==> src/rtl/master_reset_pkg.sv <==
// Shared definitions for the master reset classifier: one-hot FSM state encodings,
// default thresholds, event counter width and a saturating increment helper.
package master_reset_pkg;

    // One-hot state encodings (7 states, 7 bits)
    localparam logic [6:0] StIdle    = 7'b000_0001;
    localparam logic [6:0] StMeasure = 7'b000_0010;
    localparam logic [6:0] StPulseS  = 7'b000_0100;
    localparam logic [6:0] StPulseL  = 7'b000_1000;
    localparam logic [6:0] StStuck   = 7'b001_0000;
    localparam logic [6:0] StHoldoff = 7'b010_0000;
    localparam logic [6:0] StWaitLow = 7'b100_0000;

    // Default thresholds
    localparam int unsigned DefSyncStages = 2;
    localparam int unsigned DefMinWidth   = 2;
    localparam int unsigned DefShortMax   = 5;
    localparam int unsigned DefStuckMax   = 1000;
    localparam int unsigned DefOutWidth   = 4;
    localparam int unsigned DefHoldoff    = 8;

    // Event counter width
    localparam int unsigned CntWidth = 16;

    // Increment by one when enabled, sticking at all-ones
    function automatic logic [CntWidth-1:0] sat_inc(input logic [CntWidth-1:0] val,
                                                    input logic                en);
        return (en && (val != '1)) ? val + 1'b1 : val;
    endfunction

endpackage

==> src/rtl/master_reset_classifier_sync_chain.sv <==
// Multi-flop synchroniser for an asynchronous single-bit input; all stages clear to 0
// on the synchronous active-high reset.
module sync_chain #(
    parameter int unsigned SYNC_STAGES = 2
) (
    input  logic clk,
    input  logic rst,
    input  logic d_i,
    output logic q_o
);

    logic [SYNC_STAGES-1:0] sync_q, sync_d;

    // Shift the raw input one stage further each cycle
    always_comb begin
        sync_d = {sync_q[SYNC_STAGES-2:0], d_i};
    end

    // Synchroniser flops
    always_ff @(posedge clk) begin
        if (rst) begin
            sync_q <= '0;
        end else begin
            sync_q <= sync_d;
        end
    end

    assign q_o = sync_q[SYNC_STAGES-1];

endmodule

==> src/rtl/master_reset_classifier.sv <==
// Classifies high pulses on the master reset line as glitch, short or long, emits a
// fixed-width short_reset/long_reset pulse followed by a holdoff, and flags a stuck input.
// Build option MASTER_RESET_COUNTERS_EN adds saturating short/long/glitch event counters;
// without it the counter ports read 0 and cnt_clr is ignored.
module master_reset_classifier
    import master_reset_pkg::*;
#(
    parameter int unsigned SYNC_STAGES = DefSyncStages,
    parameter int unsigned MIN_WIDTH   = DefMinWidth,
    parameter int unsigned SHORT_MAX   = DefShortMax,
    parameter int unsigned STUCK_MAX   = DefStuckMax,
    parameter int unsigned OUT_WIDTH   = DefOutWidth,
    parameter int unsigned HOLDOFF     = DefHoldoff,
    localparam int unsigned CNT_W      = $clog2(STUCK_MAX + 1)
) (
    input  logic                clk,
    input  logic                rst,
    input  logic                rst_from_master,
    input  logic                cnt_clr,
    output logic                short_reset,
    output logic                long_reset,
    output logic                stuck,
    output logic                busy,
    output logic [CNT_W-1:0]    last_width,
    output logic [CntWidth-1:0] short_count,
    output logic [CntWidth-1:0] long_count,
    output logic [CntWidth-1:0] glitch_count
);

    // One timer serves both the output pulse and the holdoff
    localparam int unsigned TmrMax = (OUT_WIDTH > HOLDOFF) ? OUT_WIDTH : HOLDOFF;
    localparam int unsigned TmrW   = $clog2(TmrMax + 1);

    if (!(MIN_WIDTH >= 1 && MIN_WIDTH <= SHORT_MAX && SHORT_MAX < STUCK_MAX)) begin : gen_thr_err
        $error("master_reset_classifier: need 1 <= MIN_WIDTH <= SHORT_MAX < STUCK_MAX");
    end
    if (SYNC_STAGES < 2 || OUT_WIDTH < 1) begin : gen_cfg_err
        $error("master_reset_classifier: need SYNC_STAGES >= 2 and OUT_WIDTH >= 1");
    end

    logic             s_in;
    logic [6:0]       state_q, state_d;
    logic [CNT_W-1:0] cnt_q, cnt_d;
    logic [TmrW-1:0]  tmr_q, tmr_d;
    logic [CNT_W-1:0] last_width_q, last_width_d;
    logic             short_reset_q, long_reset_q, stuck_q, busy_q;
    logic             inc_short, inc_long, inc_glitch;

    sync_chain #(
        .SYNC_STAGES(SYNC_STAGES)
    ) u_sync (
        .clk(clk),
        .rst(rst),
        .d_i(rst_from_master),
        .q_o(s_in)
    );

    // Next-state logic: pulse measurement, classification and output/holdoff timing
    always_comb begin
        state_d      = state_q;
        cnt_d        = cnt_q;
        tmr_d        = tmr_q;
        last_width_d = last_width_q;
        inc_short    = 1'b0;
        inc_long     = 1'b0;
        inc_glitch   = 1'b0;
        unique case (state_q)
            StIdle: begin
                if (s_in) begin
                    state_d = StMeasure;
                    cnt_d   = CNT_W'(1);
                end
            end
            StMeasure: begin
                if (s_in) begin
                    cnt_d = cnt_q + 1'b1;
                    if (cnt_d == CNT_W'(STUCK_MAX)) begin
                        state_d = StStuck;
                    end
                end else begin
                    last_width_d = cnt_q;
                    if (cnt_q < CNT_W'(MIN_WIDTH)) begin
                        state_d    = StIdle;
                        inc_glitch = 1'b1;
                    end else if (cnt_q <= CNT_W'(SHORT_MAX)) begin
                        state_d   = StPulseS;
                        tmr_d     = TmrW'(OUT_WIDTH - 1);
                        inc_short = 1'b1;
                    end else begin
                        state_d  = StPulseL;
                        tmr_d    = TmrW'(OUT_WIDTH - 1);
                        inc_long = 1'b1;
                    end
                end
            end
            StStuck: begin
                if (!s_in) begin
                    state_d      = StPulseL;
                    tmr_d        = TmrW'(OUT_WIDTH - 1);
                    last_width_d = CNT_W'(STUCK_MAX);
                    inc_long     = 1'b1;
                end
            end
            StPulseS, StPulseL: begin
                if (tmr_q == '0) begin
                    if (HOLDOFF != 0) begin
                        state_d = StHoldoff;
                        tmr_d   = TmrW'(HOLDOFF - 1);
                    end else begin
                        state_d = s_in ? StWaitLow : StIdle;
                    end
                end else begin
                    tmr_d = tmr_q - 1'b1;
                end
            end
            StHoldoff: begin
                if (tmr_q == '0) begin
                    state_d = s_in ? StWaitLow : StIdle;
                end else begin
                    tmr_d = tmr_q - 1'b1;
                end
            end
            StWaitLow: begin
                if (!s_in) begin
                    state_d = StIdle;
                end
            end
            default: state_d = StIdle;
        endcase
    end

    // State, timers and registered outputs decoded from the next state
    always_ff @(posedge clk) begin
        if (rst) begin
            state_q       <= StIdle;
            cnt_q         <= '0;
            tmr_q         <= '0;
            last_width_q  <= '0;
            short_reset_q <= 1'b0;
            long_reset_q  <= 1'b0;
            stuck_q       <= 1'b0;
            busy_q        <= 1'b0;
        end else begin
            state_q       <= state_d;
            cnt_q         <= cnt_d;
            tmr_q         <= tmr_d;
            last_width_q  <= last_width_d;
            short_reset_q <= (state_d == StPulseS);
            long_reset_q  <= (state_d == StPulseL) || (state_d == StStuck);
            stuck_q       <= (state_d == StStuck);
            busy_q        <= (state_d != StIdle);
        end
    end

    assign short_reset = short_reset_q;
    assign long_reset  = long_reset_q;
    assign stuck       = stuck_q;
    assign busy        = busy_q;
    assign last_width  = last_width_q;

`ifdef MASTER_RESET_COUNTERS_EN
    logic [CntWidth-1:0] short_count_q, short_count_d;
    logic [CntWidth-1:0] long_count_q, long_count_d;
    logic [CntWidth-1:0] glitch_count_q, glitch_count_d;

    // Saturating event counts; a clear beats a same-cycle increment
    always_comb begin
        short_count_d  = sat_inc(short_count_q, inc_short);
        long_count_d   = sat_inc(long_count_q, inc_long);
        glitch_count_d = sat_inc(glitch_count_q, inc_glitch);
        if (cnt_clr) begin
            short_count_d  = '0;
            long_count_d   = '0;
            glitch_count_d = '0;
        end
    end

    // Event counter registers
    always_ff @(posedge clk) begin
        if (rst) begin
            short_count_q  <= '0;
            long_count_q   <= '0;
            glitch_count_q <= '0;
        end else begin
            short_count_q  <= short_count_d;
            long_count_q   <= long_count_d;
            glitch_count_q <= glitch_count_d;
        end
    end

    assign short_count  = short_count_q;
    assign long_count   = long_count_q;
    assign glitch_count = glitch_count_q;
`else
    logic unused_cnt;
    assign unused_cnt   = ^{cnt_clr, inc_short, inc_long, inc_glitch};
    assign short_count  = '0;
    assign long_count   = '0;
    assign glitch_count = '0;
`endif

endmodule

==> config.mk <==
export PLATFORM = sky130hd
export DESIGN_NAME = master_reset_classifier
export DESIGN_NICKNAME = d
export VERILOG_FILES = /design/src/rtl/master_reset_pkg.sv /design/src/rtl/master_reset_classifier_sync_chain.sv /design/src/rtl/master_reset_classifier.sv
export SDC_FILE = /design/constraint.sdc
export NUM_CORES = 1
export LEC_CHECK = 0
export CORE_MARGIN = 3
export CORE_UTILIZATION = 49
export CTS_CLUSTER_DIAMETER = 40
export DETAILED_ROUTE_END_ITERATION = 12
export PLACE_DENSITY = 0.82
export REMOVE_ABC_BUFFERS = 1
export SETUP_SLACK_MARGIN = 0.3
export SLEW_MARGIN = 20
export SYNTH_ARGS = -nofsm -noshare
export SYNTH_HDL_FRONTEND = slang
export SYNTH_HIERARCHICAL = 1
export SYNTH_SLANG_ARGS = --single-unit
==> constraint.sdc <==
create_clock -name clk -period 2.5 [get_ports clk]
set_input_delay 0.375 -clock clk [delete_from_list [all_inputs] [get_ports clk]]
set_output_delay 0.375 -clock clk [all_outputs]
set_load 0.01 [all_outputs]
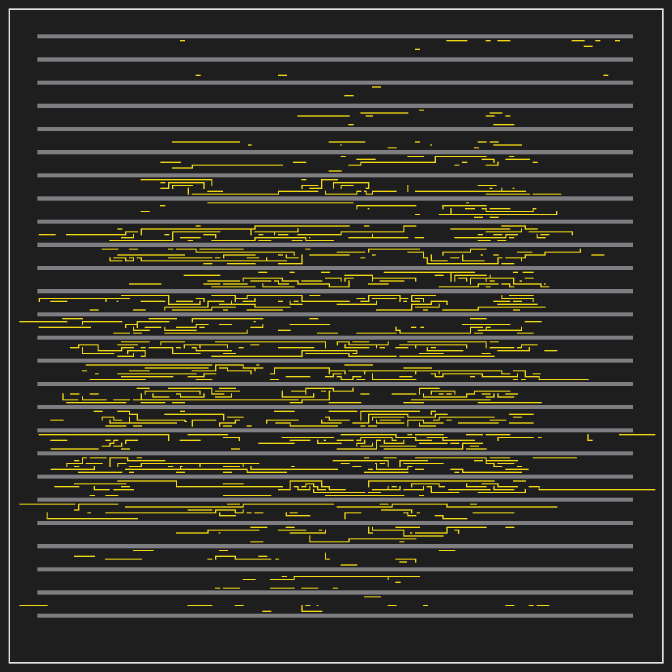
**Above:** met1 routing.
Supply wires on this layer in grey.
share of all routed wire = 45%
main direction = horizontal
wire length on this layer = 2130 µm
nets with wire on the layer = 263

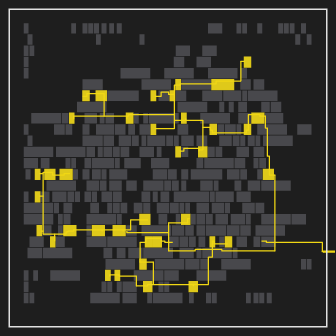
**Above:** I/O nets highlighted.
yellow -> rst  # bits 1, direction input, edge right, end cells 37, buffers 3, wire 349 µm

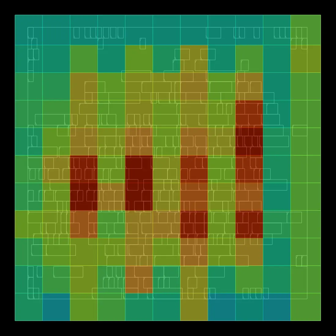
**Above:** congestion heat map.
routing layer with the top usage in global route: met2
wire per inst: 12.9 µm
met3 track demand over resource in global routing: 0.0473
overall track demand over capacity in global routing: 0.166

-- worst max-delay path: stages (launching register included) --
cell	delay, ns
sky130_fd_sc_hd__dfxtp_1	0.38
sky130_fd_sc_hd__ha_1	0.24
sky130_fd_sc_hd__and2_2	0.26
sky130_fd_sc_hd__o31ai_2	0.22
sky130_fd_sc_hd__a32oi_1	0.10
sky130_fd_sc_hd__or4_4	0.58
sky130_fd_sc_hd__a31oi_1	0.17
-- registers in the layout, summed over array words and instances (netlist names) --
signal         flops
stuck              1
long_reset         1
busy               1
u_sync/sync_q      2
state_q            7
cnt_q             10
tmr_q              4
last_width        10
short_reset        1
-- power by group --
| group | switching [mW] | internal [mW] |
|---|---|---|
| logic | 0.0717 | 0.0299 |
| registers | 0.0101 | 0.596 |
| clock network | 0.204 | 0.219 |
| total | 0.285 | 0.845 |
==> reports/metrics.cfg <==
[worst_setup_path]
worstPathRequired_ns=2.72
criticalPathCategory=flop to flop
setup.worst_path.end=long_reset
worst_ep_arrival_time_ns=2.24
worstSetupStartpoint=cnt_q[1]
ff2ff_setup_slack_ns=0.48
rr_endpoint=long_reset
critPathCaptureType=flop
worst-path-max-fanout=9

[floorplan]
floorplan.io_pins=66
dieWidth_um=76.5
core_region_area_um2=4750
die_h_um=76.5

[hold_path]
holdPathEnd=u_sync/sync_q[1]
worstHoldStart=u_sync/sync_q[0]
hold-path-cell-count=1
min_path_type=flop to flop

[place]
post-place-cells=362
detailedPlace.worstSlack_ns=0.381
final_gp_congestion=0.919
dpl_hpwl_mm=3.47
portBuffers=16

[run_status]
outcome=completed

[power]
irDropWorstVdd_mv=0.337
pwr_density_cell_nw_per_um2=455
power_mw=1.13

[synthesis]
ys_top_logic_family=simple AND/OR/NAND/NOR gates
post_synth_num_cell_types=59
post_synth_xor_area_fraction=0.0180
edf_count=0
synth_area_leader_cell=sky130_fd_sc_hd__dfxtp_1
synth_flop_count=37
fa_ha_maj_cells_area_fraction=0.0205
muxShareOfSynthArea=0
ys_sh_aoi=0.205
synth_chip_area_um2=2440
ys_async_sr_fraction=0
post_synth_main_area_contributors=sky130_fd_sc_hd__dfxtp_1 (30%), sky130_fd_sc_hd__buf_4 (16%), sky130_fd_sc_hd__nor2_1 (4.8%)
synthMostInstantiatedCell=sky130_fd_sc_hd__buf_4
post_synth_instance_area_um2=2440
synth-simple-area-share=0.238
most_frequent_cells_after_synthesis=sky130_fd_sc_hd__buf_4 (53), sky130_fd_sc_hd__dfxtp_1 (37), sky130_fd_sc_hd__nor2_1 (31)
yosys_cell_count=297

[route]
dr_total_vias=1909
route.detailed.drc=0
routed_via_density=5.17
routed_wirelength_mm=4.77
m1WireLength_mm=2.13
top_routing_layer_used=met4

[cells_and_area]
insertedDiodeCount=0
seqAreaFraction=0.299
layout_top_cell_excl_fill_tap=sky130_fd_sc_hd__conb_1
final_area_um2=2480
nClkBuffers=7
layout.non_clock_buffers=19
buffer_area_frac=0.0735
stdcell_count=369
post-route-util=0.523
design.seq.count=37
seq_area_um2=742
layout-drive-gt1-share=0.0762
num-fill-cells=448
nMultiInputCombCells=230

[global_route]
use_met1=0.202
antenna_found_initial=0
grt_pass1_wl_mm=8.03
grt_pass1_vias=1789
globalRouteMet2Util=0.268

[flow_run]
cap_violations=0

[cts]
tritoncts=done
clk_root_buffer_cell=sky130_fd_sc_hd__clkbuf_8
cts_buffer_depth=2
cts_hold_repair.buffers=0
htree_depth=2
cts.sinks=37
cts_made_buffers=5

[timing]
max_freq_mhz=495
finalWorstPathRequiredPeriod_ns=2.02
finalClockPeriodUsage=0.808
timing_max_transition_violations_final=0
final_critical_path_setup_slack_ns=0.481
worst_clock_skew_ns=0.00203
worst-slew-pin-transition_ns=0.795

No activity file was given, so power comes from the tool's default toggle rates.
